==> run_1/sizes.png <==
Scale: 6 px per um.
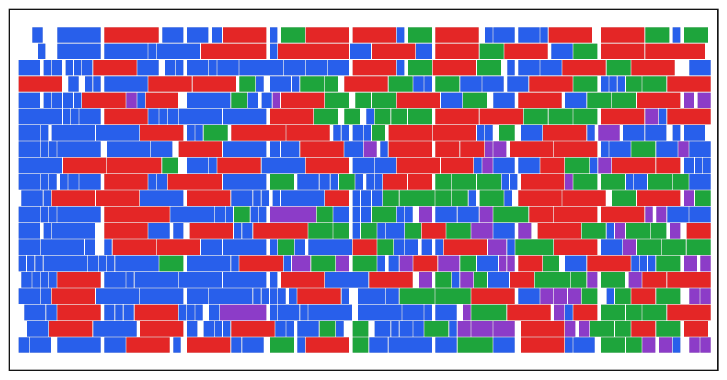
==> run_1/io_placement.png <==
Scale: 6 px per um. Pins as bars across the die edge, other pins in gray.
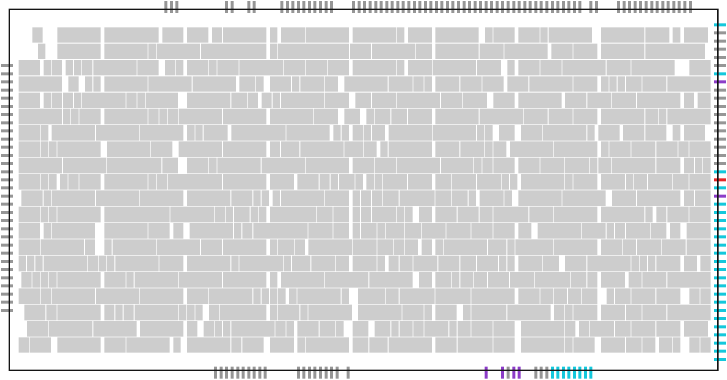
==> run_1/io_fan.png <==
Scale: 3 px per um.
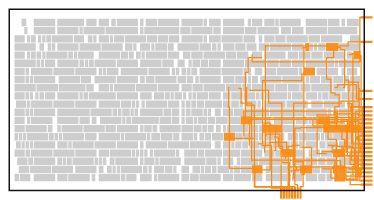
==> run_1/placement.png <==
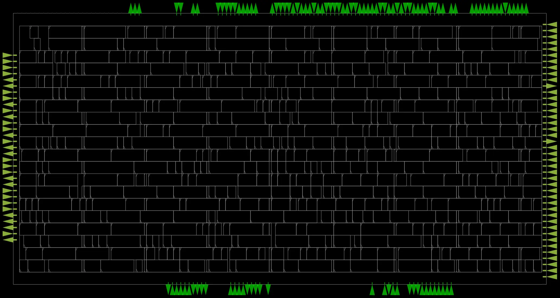
File: config.mk
export PLATFORM = sky130hd
export DESIGN_NAME = imem_arbiter
export DESIGN_NICKNAME = d
export VERILOG_FILES = /design/src/rtl/imem_pkg.sv /design/src/rtl/imem_clear_seq.sv /design/src/rtl/imem_arbiter.sv
export SDC_FILE = /design/constraint.sdc
export NUM_CORES = 1
export LEC_CHECK = 0
export ABC_AREA = 1
export CAP_MARGIN = 15
export CORE_ASPECT_RATIO = 0.5
export CORE_UTILIZATION = 33
export CTS_CLUSTER_SIZE = 25
export DETAILED_ROUTE_END_ITERATION = 10
export PLACE_DENSITY_LB_ADDON = 0.12
export SYNTH_ARGS = -nofsm -noshare
export SYNTH_HDL_FRONTEND = slang
export SYNTH_SLANG_ARGS = --single-unit
File: constraint.sdc
create_clock -name clk -period 1.5 [get_ports clk]
set_input_delay 0.3 -clock clk [delete_from_list [all_inputs] [get_ports clk]]
set_output_delay 0.3 -clock clk [all_outputs]
set_load 0.05 [all_outputs]
File: src/rtl/imem_pkg.sv
// ---------------------------------------------------------------------------
// imem_pkg
//   Shared definitions for the instruction-memory arbiter slice:
//   - state_t      : arbiter FSM states (CLEAR sweep, IDLE arbitration, RSP)
//   - NOP_WORD     : instruction word returned on an illegal fetch
//   - IMEM_DEPTH   : default number of 32-bit words in the memory
//   - IMEM_AW      : default word-address width, clog2(IMEM_DEPTH)
// ---------------------------------------------------------------------------
package imem_pkg;

  localparam int IMEM_DEPTH = 64;
  localparam int IMEM_AW    = 6;

  localparam logic [31:0] NOP_WORD = 32'h0000_0000;

  typedef enum logic [1:0] {
    CLEAR = 2'd0,
    IDLE  = 2'd1,
    RSP   = 2'd2
  } state_t;

endpackage

File: src/rtl/imem_clear_seq.sv
// ---------------------------------------------------------------------------
// imem_clear_seq
//   Word counter for the post-reset zero-fill sweep of the instruction memory.
//   Ports:
//     clk    in   clock
//     reset  in   synchronous, active-high reset (counter returns to word 0)
//     run    in   sweep active; counter advances once per cycle while high
//     count  out  AW   word address being written this cycle
//     done   out  1    pulse in the cycle the last word (DEPTH-1) is written
// ---------------------------------------------------------------------------
module imem_clear_seq
  import imem_pkg::*;
#(
  parameter int DEPTH = IMEM_DEPTH,
  parameter int AW    = IMEM_AW
) (
  input  logic          clk,
  input  logic          reset,
  input  logic          run,
  output logic [AW-1:0] count,
  output logic          done
);

  localparam logic [AW-1:0] LAST_WORD = AW'(DEPTH - 1);

  logic [AW-1:0] count_reg;

  assign count = count_reg;
  assign done  = run && (count_reg == LAST_WORD);

  // Wrap back to 0 after the last word so a later restart (after another
  // reset) never depends on the counter width matching DEPTH exactly.
  always_ff @(posedge clk) begin
    if (reset) begin
      count_reg <= '0;
    end else if (run) begin
      if (done) begin
        count_reg <= '0;
      end else begin
        count_reg <= count_reg + 1'b1;
      end
    end
  end

endmodule

File: src/rtl/imem_arbiter.sv
// ---------------------------------------------------------------------------
// imem_arbiter
//   Shares a single-port synchronous instruction memory between the CPU fetch
//   port (read) and the program loader port (write). After reset the whole
//   memory is swept with zeros, then requests are arbitrated one per cycle.
//
//   Build option: IMEM_ARB_FAIR_EN
//     undefined : loader has strict priority over fetch on a conflict
//     defined   : a last-grant bit alternates grants on a conflict
//
//   Ports:
//     clk, reset            clock; synchronous active-high reset
//     f_valid/f_addr        fetch request (byte address)
//     f_ready               fetch request accepted this cycle
//     f_rvalid/f_rdata/f_err registered fetch response (1-cycle pulse)
//     l_valid/l_addr/l_wdata loader write request (word address)
//     l_ready               loader write accepted this cycle
//     busy                  high while the clear sweep runs (and in reset)
//     mem_en/mem_we/mem_addr/mem_wdata  memory command (combinational)
//     mem_rdata             memory read data, one cycle after a read
// ---------------------------------------------------------------------------
module imem_arbiter
  import imem_pkg::*;
#(
  parameter int DEPTH = IMEM_DEPTH,
  parameter int AW    = IMEM_AW
) (
  input  logic          clk,
  input  logic          reset,
  input  logic          f_valid,
  input  logic [31:0]   f_addr,
  output logic          f_ready,
  output logic          f_rvalid,
  output logic [31:0]   f_rdata,
  output logic          f_err,
  input  logic          l_valid,
  input  logic [AW-1:0] l_addr,
  input  logic [31:0]   l_wdata,
  output logic          l_ready,
  output logic          busy,
  output logic          mem_en,
  output logic          mem_we,
  output logic [AW-1:0] mem_addr,
  output logic [31:0]   mem_wdata,
  input  logic [31:0]   mem_rdata
);

  state_t state_reg;
  state_t state_next;

  // Latched at fetch grant: the response must carry the NOP/error.
  logic err_reg;
  logic err_next;

  logic          f_rvalid_reg;
  logic [31:0]   f_rdata_reg;
  logic          f_err_reg;

  logic          grant_l;
  logic          grant_f;
  logic          f_legal;

  logic [AW-1:0] clr_count;
  logic          clr_done;

`ifdef IMEM_ARB_FAIR_EN
  // 1 = loader was granted last, 0 = fetch was granted last.
  logic last_grant_reg;
`endif

  imem_clear_seq #(
    .DEPTH (DEPTH),
    .AW    (AW)
  ) u_clear_seq (
    .clk   (clk),
    .reset (reset),
    .run   (state_reg == CLEAR),
    .count (clr_count),
    .done  (clr_done)
  );

  // Word-aligned and inside the memory: upper bits beyond the word index
  // must all be zero.
  assign f_legal = (f_addr[1:0] == 2'b00) && (f_addr[31:AW+2] == '0);

  always_ff @(posedge clk) begin
    if (reset) begin
      state_reg <= CLEAR;
      err_reg   <= 1'b0;
    end else begin
      state_reg <= state_next;
      err_reg   <= err_next;
    end
  end

`ifdef IMEM_ARB_FAIR_EN
  always_ff @(posedge clk) begin
    if (reset) begin
      last_grant_reg <= 1'b0;
    end else if (grant_l) begin
      last_grant_reg <= 1'b1;
    end else if (grant_f) begin
      last_grant_reg <= 1'b0;
    end
  end
`endif

  always_comb begin
    state_next = state_reg;
    err_next   = err_reg;
    grant_l    = 1'b0;
    grant_f    = 1'b0;
    f_ready    = 1'b0;
    l_ready    = 1'b0;
    mem_en     = 1'b0;
    mem_we     = 1'b0;
    mem_addr   = '0;
    mem_wdata  = '0;

    case (state_reg)
      CLEAR: begin
        mem_en    = 1'b1;
        mem_we    = 1'b1;
        mem_addr  = clr_count;
        mem_wdata = '0;
        if (clr_done) begin
          state_next = IDLE;
        end
      end

      IDLE: begin
`ifdef IMEM_ARB_FAIR_EN
        if (l_valid && f_valid) begin
          grant_l = !last_grant_reg;
          grant_f = last_grant_reg;
        end else begin
          grant_l = l_valid;
          grant_f = f_valid;
        end
`else
        grant_l = l_valid;
        grant_f = f_valid && !l_valid;
`endif
        if (grant_l) begin
          l_ready   = 1'b1;
          mem_en    = 1'b1;
          mem_we    = 1'b1;
          mem_addr  = l_addr;
          mem_wdata = l_wdata;
        end
        if (grant_f) begin
          f_ready    = 1'b1;
          state_next = RSP;
          err_next   = !f_legal;
          // An illegal address never touches the memory.
          if (f_legal) begin
            mem_en   = 1'b1;
            mem_we   = 1'b0;
            mem_addr = f_addr[AW+1:2];
          end
        end
      end

      RSP: begin
        state_next = IDLE;
      end

      default: begin
        state_next = CLEAR;
      end
    endcase

    // While reset is held the state register still shows its old value;
    // keep the memory and both handshakes quiet until the sweep begins.
    if (reset) begin
      grant_l   = 1'b0;
      grant_f   = 1'b0;
      f_ready   = 1'b0;
      l_ready   = 1'b0;
      mem_en    = 1'b0;
      mem_we    = 1'b0;
      mem_addr  = '0;
      mem_wdata = '0;
    end
  end

  // Response register: mem_rdata is valid during RSP, so it is captured at
  // the end of RSP and presented the following cycle. A reset during RSP
  // therefore suppresses the response.
  always_ff @(posedge clk) begin
    if (reset) begin
      f_rvalid_reg <= 1'b0;
      f_rdata_reg  <= '0;
      f_err_reg    <= 1'b0;
    end else begin
      f_rvalid_reg <= (state_reg == RSP);
      if (state_reg == RSP) begin
        f_rdata_reg <= err_reg ? NOP_WORD : mem_rdata;
        f_err_reg   <= err_reg;
      end
    end
  end

  assign f_rvalid = f_rvalid_reg;
  assign f_rdata  = f_rdata_reg;
  assign f_err    = f_err_reg;
  assign busy     = reset || (state_reg == CLEAR);

endmodule

==> run notes, run 1 <==
The run has ended; figures from its reports follow.

The part of the Yosys area used for sequential elements came out at 38.9%. The number of setup buffers added after CTS is 18. The checks that failed: negative setup slack.

The post-synthesis cell count from yosys is 340. In this run, distinct cell masters in the synthesized netlist total 26. The fraction of final cell area spent on clock buffers and inverters in this run is 3.11%.

The achievable clock frequency is 486 MHz. The aoi/oai-family share of the synthesized area came out at 11.9%. The highest-count logic cell in the final layout is buf_12. The total of flip-flops plus latches after synthesis came out at 43. The number of flip-flops and latches is 43. The number of placed I/O pins came out at 183. The most frequently used library cell after synthesis is nand2_1.

Combinational logic burns 18.6% of the power. In the synthesized netlist, the cells that appear most often are nand2_1, nor2_1, inv_1. The number of buffers on the longest clock path is 2. Of the combinational cells, the family taking the most area is simple AND/OR/NAND/NOR gates. The total setup violations reported at the end of the flow came out at 56. The combinational cell power came out at 0.582 mW. The total power per unit cell area came out at 516 nW/um2. The clock share of power is 44.4%.

The combinational cell area excluding buffers and inverters is 1610 um2. The hold path endpoint is u_clear_seq.count[2]. The count of non-CTS buffers in the layout is 235.

The proportion of layout cells with a drive suffix above 1 came out at 47.6%. The total number of placement rows came out at 20. The area taken by flip-flops and latches came out at 863 um2. The per-cell via count in the routed design came out at 5.65.

The detailed-placement wirelength estimate is 7070 um. The share of synthesized cell area in full adder, half adder and majority cells is 0.565%. The launching element type of the critical path is a register. Post-route period utilization is reported as 137%. According to the floorplan report, the total die area is 7060 um2.

The number of cells on the worst reg-to-reg path came out at 8. Multi-input logic gates represent a cell area share of 26.5%. The synthesis-to-finish area growth came out at 174%. The worst supply voltage drop on vdd is 0.828 mV. The number of placed instances with taps included came out at 620.

The post-cts repair resize count is 126. Ranking logic cells in the layout by count gives the top entries buf_12, clkdlybuf4s50_1, nand2_1. For reference, the top cells by area after synthesis are dfxtp_1, nand2_1, a21oi_1, nor2_1, inv_1. The via count of the first global-routing pass is 3293.

The number of warning messages in the logs came out at 29. The yosys stat chip area is 2210 um2. The initial antenna violation count is 0.

The clock period minus final worst setup slack came out at 2.06 ns. In this run, power in the clock network comes to 1.39 mW. The sequential power share is 37.0%. The count of vias placed by the detailed router came out at 3721.

The flow ran to the end, but the final reports show violations. Per the post-CTS timing run, clock transition at the registers of the reported paths is 0.06 ns. The launch point of the worst min-delay path is recorded as reset. For reference, the mux area share after synthesis is 0%.

The aggregate negative setup slack is -20.74 ns. The die extent in x came out at 118 um. The switching power came out at 0.715 mW. Averaged over all synthesized cells, the footprint is 6.51 um2. The first-pass GRT wire length is 17200 um. The clock skew after layout came out at 0.00435 ns. The non-clock buffer area fraction after layout is 50.7%. The number of clock buffer instances in the layout came out at 6.

The internal power came out at 2.42 mW. The synthesis warning total came out at 0. The most area-hungry cell class in the final design is non-clock buffers. The top cell type by total area after synthesis is dfxtp_1.

Per the gpl log, the routability congestion estimate is 0.790. The clock network latency to the later pin of the worst-skew pair came out at 0.28 ns. The slowest stage of the critical path is the dfxtp_2 cell. At the end of the flow, the number of nets in the layout was 677. Per STA, the endpoint of the critical path is mem_wdata[6].

The critical path in the final layout is reported with a setup slack of -0.557 ns.
Back to the opening pictures, sizes.png:
Green shows _3 and _4 cells, cells 103, share 18%. Red shows _6 and larger, cells 115, share 20%. Purple shows _2 cells, cells 54, share 9.5%. Blue shows _0 and _1 cells, cells 299, share 52%.

Back to the opening pictures, io_placement.png:
Purple shows l_addr, pins 6, direction input, edge 4 bottom, 2 right. Red shows busy, pins 1, direction output, edge right. Cyan shows f_addr, pins 32, direction input, edge 24 right, 8 bottom.

Back to the opening pictures, io_fan.png:
Orange shows f_addr, direction input, end cells 19, buffers 32, wire 1430 um.

Back to the opening pictures, placement.png:
Non-Filler Instances: 659
tap cells: 88
fill cell instance count of the final layout: 114
core region area: 6280 um2

==> run 1: worst max-delay path, delay by kind of cell (launching register included) <==
family,cells,cell delay (ns)
buffers and inverters,5,0.59
and+or+nand+nor,4,0.51
DFF,1,0.35
==> run 1: layer usage <==
metal	GRT usage (%)	share of wire, %
met4	15.0	8.6
met5	0	0
met2	62.3	49
met1	31.9	33
met3	10.2	10
==> run 1: through the flow <==
stage	utilization, %	power, mW	hold WS, ns	instance area, um2	setup WS (ns)
after CTS	92.1	3.04	0.298	5790	-0.366
after global placement	85.4	1.66	0.489	5370	-0.603
after global routing	96.7	3.20	0.355	6070	-0.677
final	96.7	3.13	0.371	6070	-0.557
after floorplan	-	1.32	0.443	2580	-0.342
after detailed placement	85.4	1.67	0.492	5370	-0.692
==> run_1/wires.png <==
Scale: 6 px per um. Only two layers are drawn.
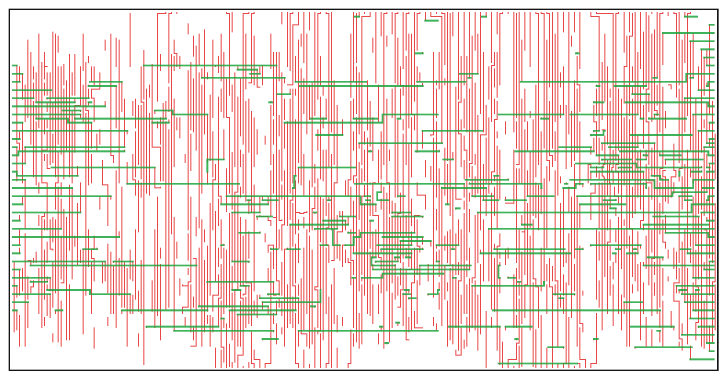

==> run 2, diff against run 1 <==
--- a/config.mk
+++ b/config.mk
@@ -7,7 +7,6 @@
 export LEC_CHECK = 0
 export ABC_AREA = 1
 export CAP_MARGIN = 15
-export CORE_ASPECT_RATIO = 0.5
 export CORE_UTILIZATION = 33
 export CTS_CLUSTER_SIZE = 25
 export DETAILED_ROUTE_END_ITERATION = 10
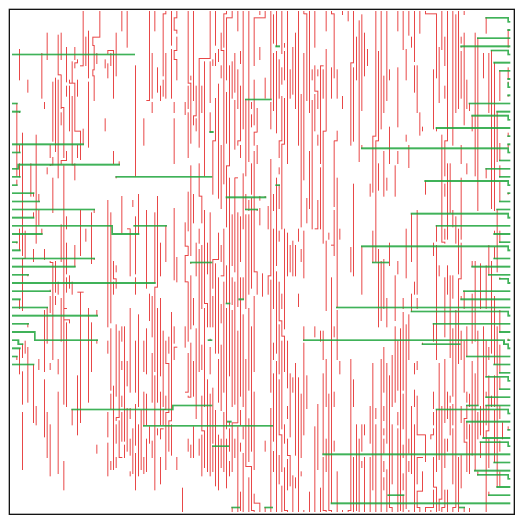
(run_2/wires.png)
Scale: 6 px per um. Only two layers are drawn.
Green shows metal 3, wire length 742 um. Red shows metal 2, wire length 5430 um.

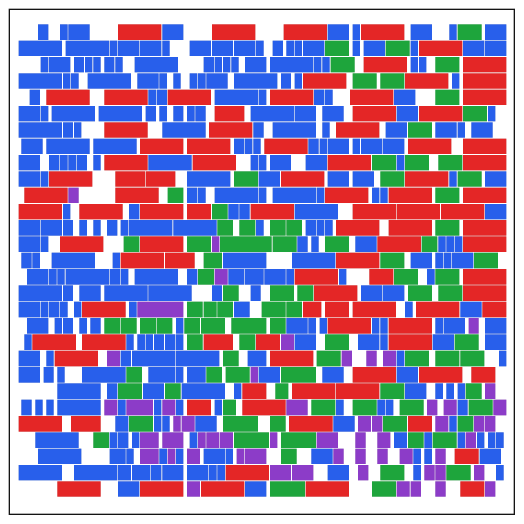
(run_2/sizes.png)
Scale: 6 px per um.
Purple shows _2 cells, cells 57, share 10%. Red shows _6 and larger, cells 98, share 18%. Blue shows _0 and _1 cells, cells 309, share 56%. Green shows _3 and _4 cells, cells 92, share 17%.

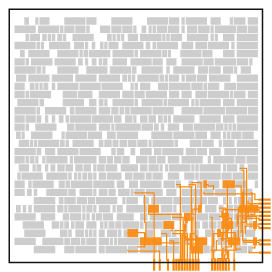
(run_2/io_fan.png)
Scale: 3 px per um.
Orange shows f_addr, direction input, end cells 19, buffers 32, wire 698 um.

==> run notes, run 2 <==
The run has ended; figures from its reports follow.

The worst supply voltage drop on vdd is 0.609 mV (-26%). The largest fanout on the critical path is 3. The maximum number of pins on one net before global-route repair is 34.

The final number of max-transition violations is 0. The number of fill cells is 313 (+170%). The clock network latency to the later pin of the worst-skew pair came out at 0.30 ns (+0.02 ns). The first-pass GRT wire length is 14500 um (-16%). Yosys reports that the most numerous cell types are nand2_1, nor2_1, inv_1. The synthesized netlist net count is 447. The area taken by flip-flops and latches was 866 um2 (+0.29%).

The main area contributors are dfxtp_1, nand2_1, a21oi_1, nor2_1, inv_1. The combinational cell power came out at 0.502 mW (-14%). The number of setup buffers added after CTS came to 6 (-12). The count of non-CTS buffers in the layout is 222 (-5.5%). TritonCTS built the clock tree.

The H-tree was split into 2 levels. Setup repair after global routing could not meet its margin everywhere. The final reports fail on design-rule violations, negative setup slack. The register with the most flip-flops in the layout has 32 of them.

Post-synth the commonest register cell is dfxtp_1. The number of tap cells inserted was 77 (-13%). TritonRoute reported its final design rule violation total as 30. The portion of synthesized cell area occupied by the leading cell type is 38.9%.

The capture point of the worst reg-to-reg path is u_clear_seq.count[3]. The total CTS buffers came out at 5. The average wire per standard cell came out at 15.3 um. Looking at the group totals, the largest power group turns out to be sequential cells.

The report gives the cell count of the worst hold path as 3. The post-route non-filler standard cell count is 634 (-3.8%). The clock net in this run drives a total of 43 sinks. The iteration tally of the first detailed-router pass came out at 7. The number of nets at the end of the flow came to 662 (-2.2%). The count of max-cap constraint violations is 0. The critical path's slowest cell is dfxtp_4. The initial antenna violation count came out at 1 (+1). The transition time recorded at the tightest slew-check pin is 0.424 ns.

The core utilization before placement came out at 34.5%. The combinational fraction of design power is 20.6% (+2.0 points). The via count of the first global-routing pass is 2913 (-12%). Per STA, the library cell used most along the worst path is nand2_2.

The most frequently used library cell after synthesis is nand2_1. The launching element type of the critical path is a register. The worst setup path is captured at an output port. The vertical die dimension is 83.9 um.

The clock input transition at the sequential cells of the worst setup and hold paths is 0.08 ns (+0.02 ns). The launch point of the worst register-to-register path is recorded as state_reg[1]. The tally of unique sky130hd cells used after synthesis came out at 26 (unchanged). The total power per unit cell area was 432 nW/um2 (-16%). The number of placed I/O pins came out at 183 (unchanged). CTS placed an instance of clkbuf_8 at the clock tree root. The sequential power share is 47.5% (+10 points). The synthesis-to-finish area growth is 154%. The overall routing resource usage is 26.2%. Buffers inserted to repair hold after CTS numbered 0. The number of warning messages in the logs came out at 29 (unchanged). The summed area of non-filler cells in the final layout is 5630 um2 (-7.3%).

Summed over all layers, the routed wires come to 9690 um. The async set or reset register ratio after synthesis came out at 0%. The detailed-placement wirelength estimate came to 7510 um (+6.2%). The number of buffers on the longest clock path is 2 (unchanged). The die extent in x is 83.9 um (-29%). The combinational cell area excluding buffers and inverters was 1510 um2 (-6.0%). In this run the tool buffered the top-level ports with 182 buffer cells. The total of flip-flops plus latches after synthesis is 43 (unchanged). The library cells used most frequently in the layout, excluding fill and tap cells, are nand2_1, buf_12, clkdlybuf4s50_1. The hold path startpoint is reset. The final worst-path setup slack is -0.433 ns (+0.124 ns). The yosys stat chip area came out at 2210 um2 (unchanged). The reported clock group power came out at 0.773 mW (-44%).

The sum of buffers and inverters on the critical path came out at 2 (-3). The post-synthesis cell count from yosys came out at 340 (unchanged). The stage delay of the slowest cell on the critical path is 0.37 ns.

The top cell type by total area after synthesis is dfxtp_1. The cell area after placement is 5400 um2 (+0.58%). The relative max-transition margin is 71.7%. The multi-input combinational area share is 26.9% (+0.39 points).

The total number of placement rows came to 29 (+45%). The pre-CTS setup slack was -0.639 ns (+0.0527 ns). The clock network area share came out at 1.69% (-1.4 points). The count of nets left with antenna violations after detail routing came out at 0. The path class of the tightest hold or removal check is input port to register. The signal arrival time at the worst endpoint came out at 1.63 ns.

The sum of internal, switching and leakage power came out at 2.43 mW (-22%). STA shows the worst min-delay path finishing at f_rdata[28]. The critical path is of the register to output port type. The clock skew after layout is 0.00680 ns (+0.00246 ns). The achievable clock frequency is 517 MHz (+6.4%). The clock period minus final worst setup slack came out at 1.93 ns (-0.124 ns). The proportion of layout cells with a drive suffix above 1 came out at 44.4% (-3.2 points).

The final hold slack was 0.455 ns (+0.0832 ns). The count of vias placed by the detailed router came to 2955 (-21%). The cell area after synthesis is 2210 um2. The sum of overflow across all layers after global routing is 0. At the worst endpoint, the required time is 1.20 ns. For this block, the initial DRC count from the detailed router was 110. The ratio of final minimum period to clock period is 129% (-8.2 points). The critical path depth came out at 8 (-1). The number of flip-flops and latches came out at 43 (unchanged). The total setup violations reported at the end of the flow is 44 (-21%). The aggregate negative setup slack is -14.46 ns (+6.28 ns).

The final-report hold violation count is 0. The synthesis warning total was 0 (unchanged). The clock share of power is 31.8% (-13 points).

The worst-case reg-to-reg setup slack stands at 0 ns. The internal power came out at 1.82 mW (-25%). The critical path ends at mem_addr[0]. The number of cells on the worst reg-to-reg path came out at 9 (+1).

The number of placed instances with taps included came out at 615 (-0.81%). The leakage power figure came out at 2.25 nW. The floorplan die area is 7040 um2 (-0.28%). The core utilization of the finished layout is 87.6% (-9.1 points). The per-cell via count in the routed design is 4.66 (-17%). Power attributed to sequential cells is 1.16 mW. For reference, the critical path cell chain is nor2_4 -> nand2_2 -> nor2_2 -> nand4_1 -> nand3_2 -> nand2_2 -> clkinvlp_4 -> buf_12. The number of clock buffer instances in the layout is 7 (+1).

The post-synthesis area per instance came out at 6.51 um2 (unchanged). The switching power came to 0.609 mW (-15%). Grouping stages by cell kind, the critical path spends the most delay in simple AND/OR/NAND/NOR gates. The routability congestion estimate is 0.802 (+1.6%). The switching share of power came out at 25.1%. For this run, combinational gates with multiple inputs come to 229.

By area, the class that comes first in the final layout consists of non-clock buffers. The number of diodes added for antenna fixing came out at 1. The post-cts repair resize count came out at 117 (-7.1%).

According to the timing report, the critical path is launched from state_reg[1]. The part of the Yosys area used for sequential elements came out at 38.9% (unchanged). The run finished, with violations left. The placeable core region came out at 6420 um2 (+2.3%). The non-clock buffer area fraction after layout came to 50.4% (-0.32 points). The cell count after synthesis came out at 340. The number of enable flip-flop cells is 0.
-- run 2: cell count changes in the layout (fill, tap and decap cells not counted), sizes merged --
cell / before / now
buf: 154 / 140
bufbuf: 1 / 0
bufinv: 2 / 0
clkbuf: 8 / 10
clkdlybuf4s15: 0 / 1
clkinv: 0 / 1
diode: 0 / 1
nor2: 70 / 68
-- run 2: cells by family after synthesis --
family                   share of synthesized area [%]
AND-OR/OR-AND                                     11.9
AND/OR/NAND/NOR                                   34.0
XOR/XNOR                                         0.791
flip-flops                                        38.9
buffers and inverters                             13.9
adder cells (fa/ha/maj)                          0.565
-- run 2: layer usage --
layer / vias up / global-route usage [%] / routed length (um)
met2: 116 / 49.8 / 5430
met1: 1364 / 27.1 / 3290
met3: 20 / 7.52 / 741
met5: - / 0 / 0
met4: 0 / 9.56 / 235
li1: 1455 / - / -
==> run 3, diff against run 2 <==
--- a/config.mk
+++ b/config.mk
@@ -7,7 +7,7 @@
 export LEC_CHECK = 0
 export ABC_AREA = 1
 export CAP_MARGIN = 15
-export CORE_UTILIZATION = 33
+export CORE_UTILIZATION = 29
 export CTS_CLUSTER_SIZE = 25
 export DETAILED_ROUTE_END_ITERATION = 10
 export PLACE_DENSITY_LB_ADDON = 0.12
==> constraint.sdc (replaced) <==
create_clock -name clk -period 1.6 [get_ports clk]
set_input_delay 0.32 -clock clk [delete_from_list [all_inputs] [get_ports clk]]
set_output_delay 0.32 -clock clk [all_outputs]
set_load 0.05 [all_outputs]
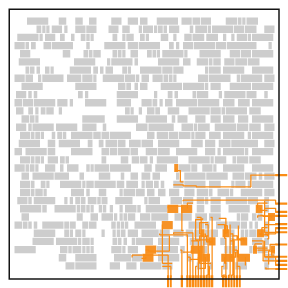
(run_3/io_fan.png)
Scale: 3 px per um.
Orange shows f_addr, direction input, end cells 19, buffers 32, wire 617 um.

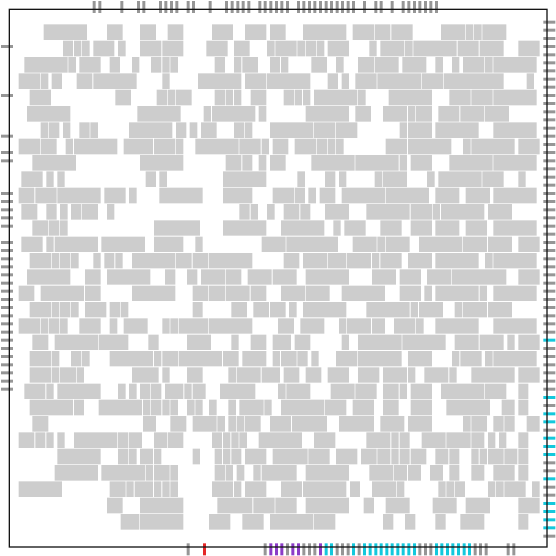
(run_3/io_placement.png)
Scale: 6 px per um. Pins as bars across the die edge, other pins in gray.
Red shows busy, pins 1, direction output, edge bottom. Cyan shows f_addr, pins 32, direction input, edge 20 bottom, 12 right. Purple shows l_addr, pins 6, direction input, edge bottom.
All pins by edge: 64 right, 45 bottom, 45 top, 29 left.

==> run notes, run 3 <==
The run has ended; figures from its reports follow.

The post-synthesis area per instance came out at 6.51 um2 (unchanged). In the post-synthesis netlist, the cell with the most instances is nand2_1. The routability congestion estimate came out at 0.773 (-3.6%).

The final reports fail on negative setup slack. The number of logic gates came to 229 (unchanged). The cell area after placement came out at 4960 um2 (-8.1%). The clock skew after layout came to 0.00670 ns (-0.000106 ns). The number of clock buffer instances in the layout came to 5 (-2).

The total number of placement rows came out at 31 (+6.9%). The multiplexer share of the synthesized area came out at 0% (unchanged). The iteration tally of the first detailed-router pass is 4 (-3).

The first-pass GRT wire length came out at 12600 um (-13%). The total CTS buffers came out at 5 (unchanged). The worst setup path is launched from a register.

The final hold slack is 0.467 ns (+0.0129 ns). The sum of overflow across all layers after global routing came out at 0 (unchanged). The DRC violation count after routing is 0 (-100%). The share of synthesized cell area in full adder, half adder and majority cells is 0.565% (unchanged). The number of placed I/O pins came out at 183 (unchanged).

The total of flip-flops plus latches after synthesis came out at 43 (unchanged). The switching power came to 0.520 mW (-15%). The total setup violations reported at the end of the flow is 43 (-2.3%). The pre-CTS setup slack came out at -0.563 ns (+0.0758 ns). The number of cells on the worst reg-to-reg path is 9 (unchanged).

The capture point of the worst reg-to-reg path is u_clear_seq.count[5]. The core utilization before placement is 30.2% (-4.3 points). The final worst-path setup slack came out at -0.317 ns (+0.117 ns). The count of nets left with antenna violations after detail routing is 0 (unchanged). The summed area of non-filler cells in the final layout came out at 5220 um2 (-7.2%). The area taken by flip-flops and latches was 866 um2 (unchanged). The critical path depth came to 10 (+2). The hold path startpoint is f_rdata[10]. The worst hold path cell count came to 2 (-1). The combinational fraction of design power is 21.1% (+0.5 points). The switching share of power came out at 24.0% (-1.0 points). The detailed-placement wirelength estimate is 6830 um (-9.0%). The clock network latency to the later pin of the worst-skew pair is 0.28 ns (-0.02 ns). The aggregate negative setup slack was -10.88 ns (+3.58 ns). The final number of max-transition violations is 0 (unchanged). The cell area after synthesis is 2210 um2 (unchanged).

The maximum number of pins on one net before global-route repair came out at 34 (unchanged). The number of warning messages in the logs is 29 (unchanged). The cell family with the largest share of critical-path delay is simple AND/OR/NAND/NOR gates. The number of diodes added for antenna fixing came to 0 (-1). For reference, the top cells by count after synthesis are nand2_1, nor2_1, inv_1. The transition at the pin with the smallest max-transition slack came out at 0.440 ns (+0.0152 ns). The number of enable flip-flop cells came out at 0 (unchanged). The clock input transition at the sequential cells of the worst setup and hold paths came to 0.08 ns (about the same).

The proportion of layout cells with a drive suffix above 1 came out at 40.9% (-3.6 points). The report lists the cells along the critical path as inv_2 -> nor2_4 -> buf_6 -> nand2_4 -> nor2_4 -> nand4_1 -> nand3_1 -> nand2_1 -> inv_2 -> buf_12. The leakage power figure came out at 2.18 nW (-3.4%). For reference, the critical path is launched at state_reg[0]. The total of hold buffers inserted after clock tree synthesis is 0 (unchanged). The combinational cell area excluding buffers and inverters came out at 1470 um2 (-3.1%). The sum of internal, switching and leakage power is 2.17 mW (-11%). The stage delay of the slowest cell on the critical path is 0.34 ns (-0.03 ns). The tally of unique sky130hd cells used after synthesis was 26 (unchanged). The synthesized netlist net count is 447 (unchanged). Summed over all instances, the cell type with the most area after synthesis is dfxtp_1. The count of non-CTS buffers in the layout is 221 (-0.45%). Among the non-sequential cells, simple AND/OR/NAND/NOR gates take the most area.

The clock network area share came out at 1.46% (-0.23 points). The number of violations reported at the end of detailed-routing iteration 0 is 109 (-0.91%). The ratio of final minimum period to clock period is 120%. The number of placed instances with taps included is 634 (+3.1%).

The multi-input combinational area share came out at 28.1% (+1.2 points). Yosys attributes the largest share of cell area to dfxtp_1, nand2_1, a21oi_1, nor2_1, inv_1. The root cell of the clock tree is clkbuf_8. The final-report hold violation count came to 0 (unchanged).

The achievable clock frequency came out at 522 MHz. The worst setup path is captured at an output port. The worst supply voltage drop on vdd came to 0.545 mV (-10%).

The most area-hungry cell class in the final design is non-clock buffers. The die extent in x is 89.4 um (+6.5%). Among all flip-flop cells after synthesis, the most frequent one is dfxtp_1. By instance count after routing, the leading logic cell types are nand2_1, clkdlybuf4s50_1, buf_4. The per-cell via count in the routed design was 4.35 (-6.7%). The xor and xnor fraction of the mapped netlist area is 0.791% (unchanged). Checking hold timing, the worst path is listed with class register to register. The sum of buffers and inverters on the critical path came to 4 (+2). The number of buffers added on ports came out at 182 (unchanged). The flow ran to the end, but the final reports show violations. The vertical die dimension is 89.4 um (+6.5%). The worst setup slack for register-to-register paths came out at 0.12 ns (+0.12 ns). The number of nets at the end of the flow came out at 661 (-0.15%).

The internal power came out at 1.65 mW (-9.7%). The non-clock buffer area fraction after layout was 47.5% (-2.9 points). The via count of the first global-routing pass came to 2635 (-9.5%).

The number of tap cells inserted was 99 (+29%).
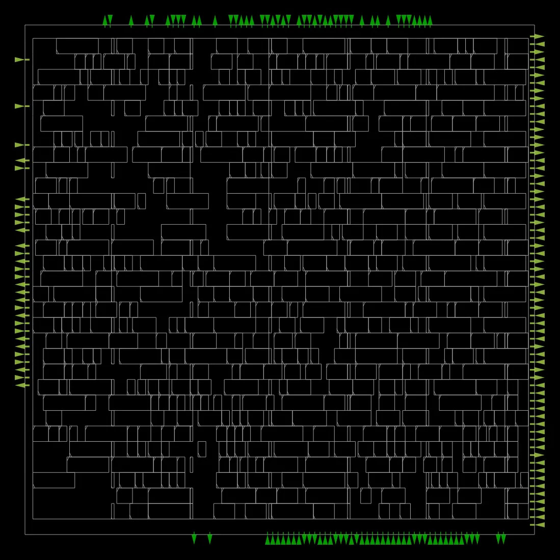
(run_3/placement.png)
flop share of the area: 16.6%
Non-Filler Instances: 652
registers: 43
final core occ: 71.2%

-- run 3: routing by layer --
layer / up-vias / GRT usage, % / share of wire, %
met1: 1255 / 23.2 / 40
met3: 12 / 4.62 / 6.4
met5: - / 0 / 0
met2: 113 / 38.0 / 51
li1: 1454 / - / -
met4: 0 / 7.36 / 2.2
-- run 3: power groups by stage --
stage	clock network, mW	logic (mW)	registers, mW
5_1_grt	0.701	0.492	1.08
4_1_cts	0.650	0.451	1.08
6_report	0.628	0.457	1.08
3_5_place_dp	0	0.459	1.11
3_3_place_gp	0	0.452	1.11
2_1_floorplan	0	0.133	1.11
-- run 3: repair_timing --
action                                  CTS  global route
hold endpoints to repair                  0             0
pin swaps                                39             7
gates cloned                              1             1
setup buffers                             8             2
endpoints found under the setup margin   43            45
gates resized                           121            14
No activity file was given, so power comes from the tool's default toggle rates.
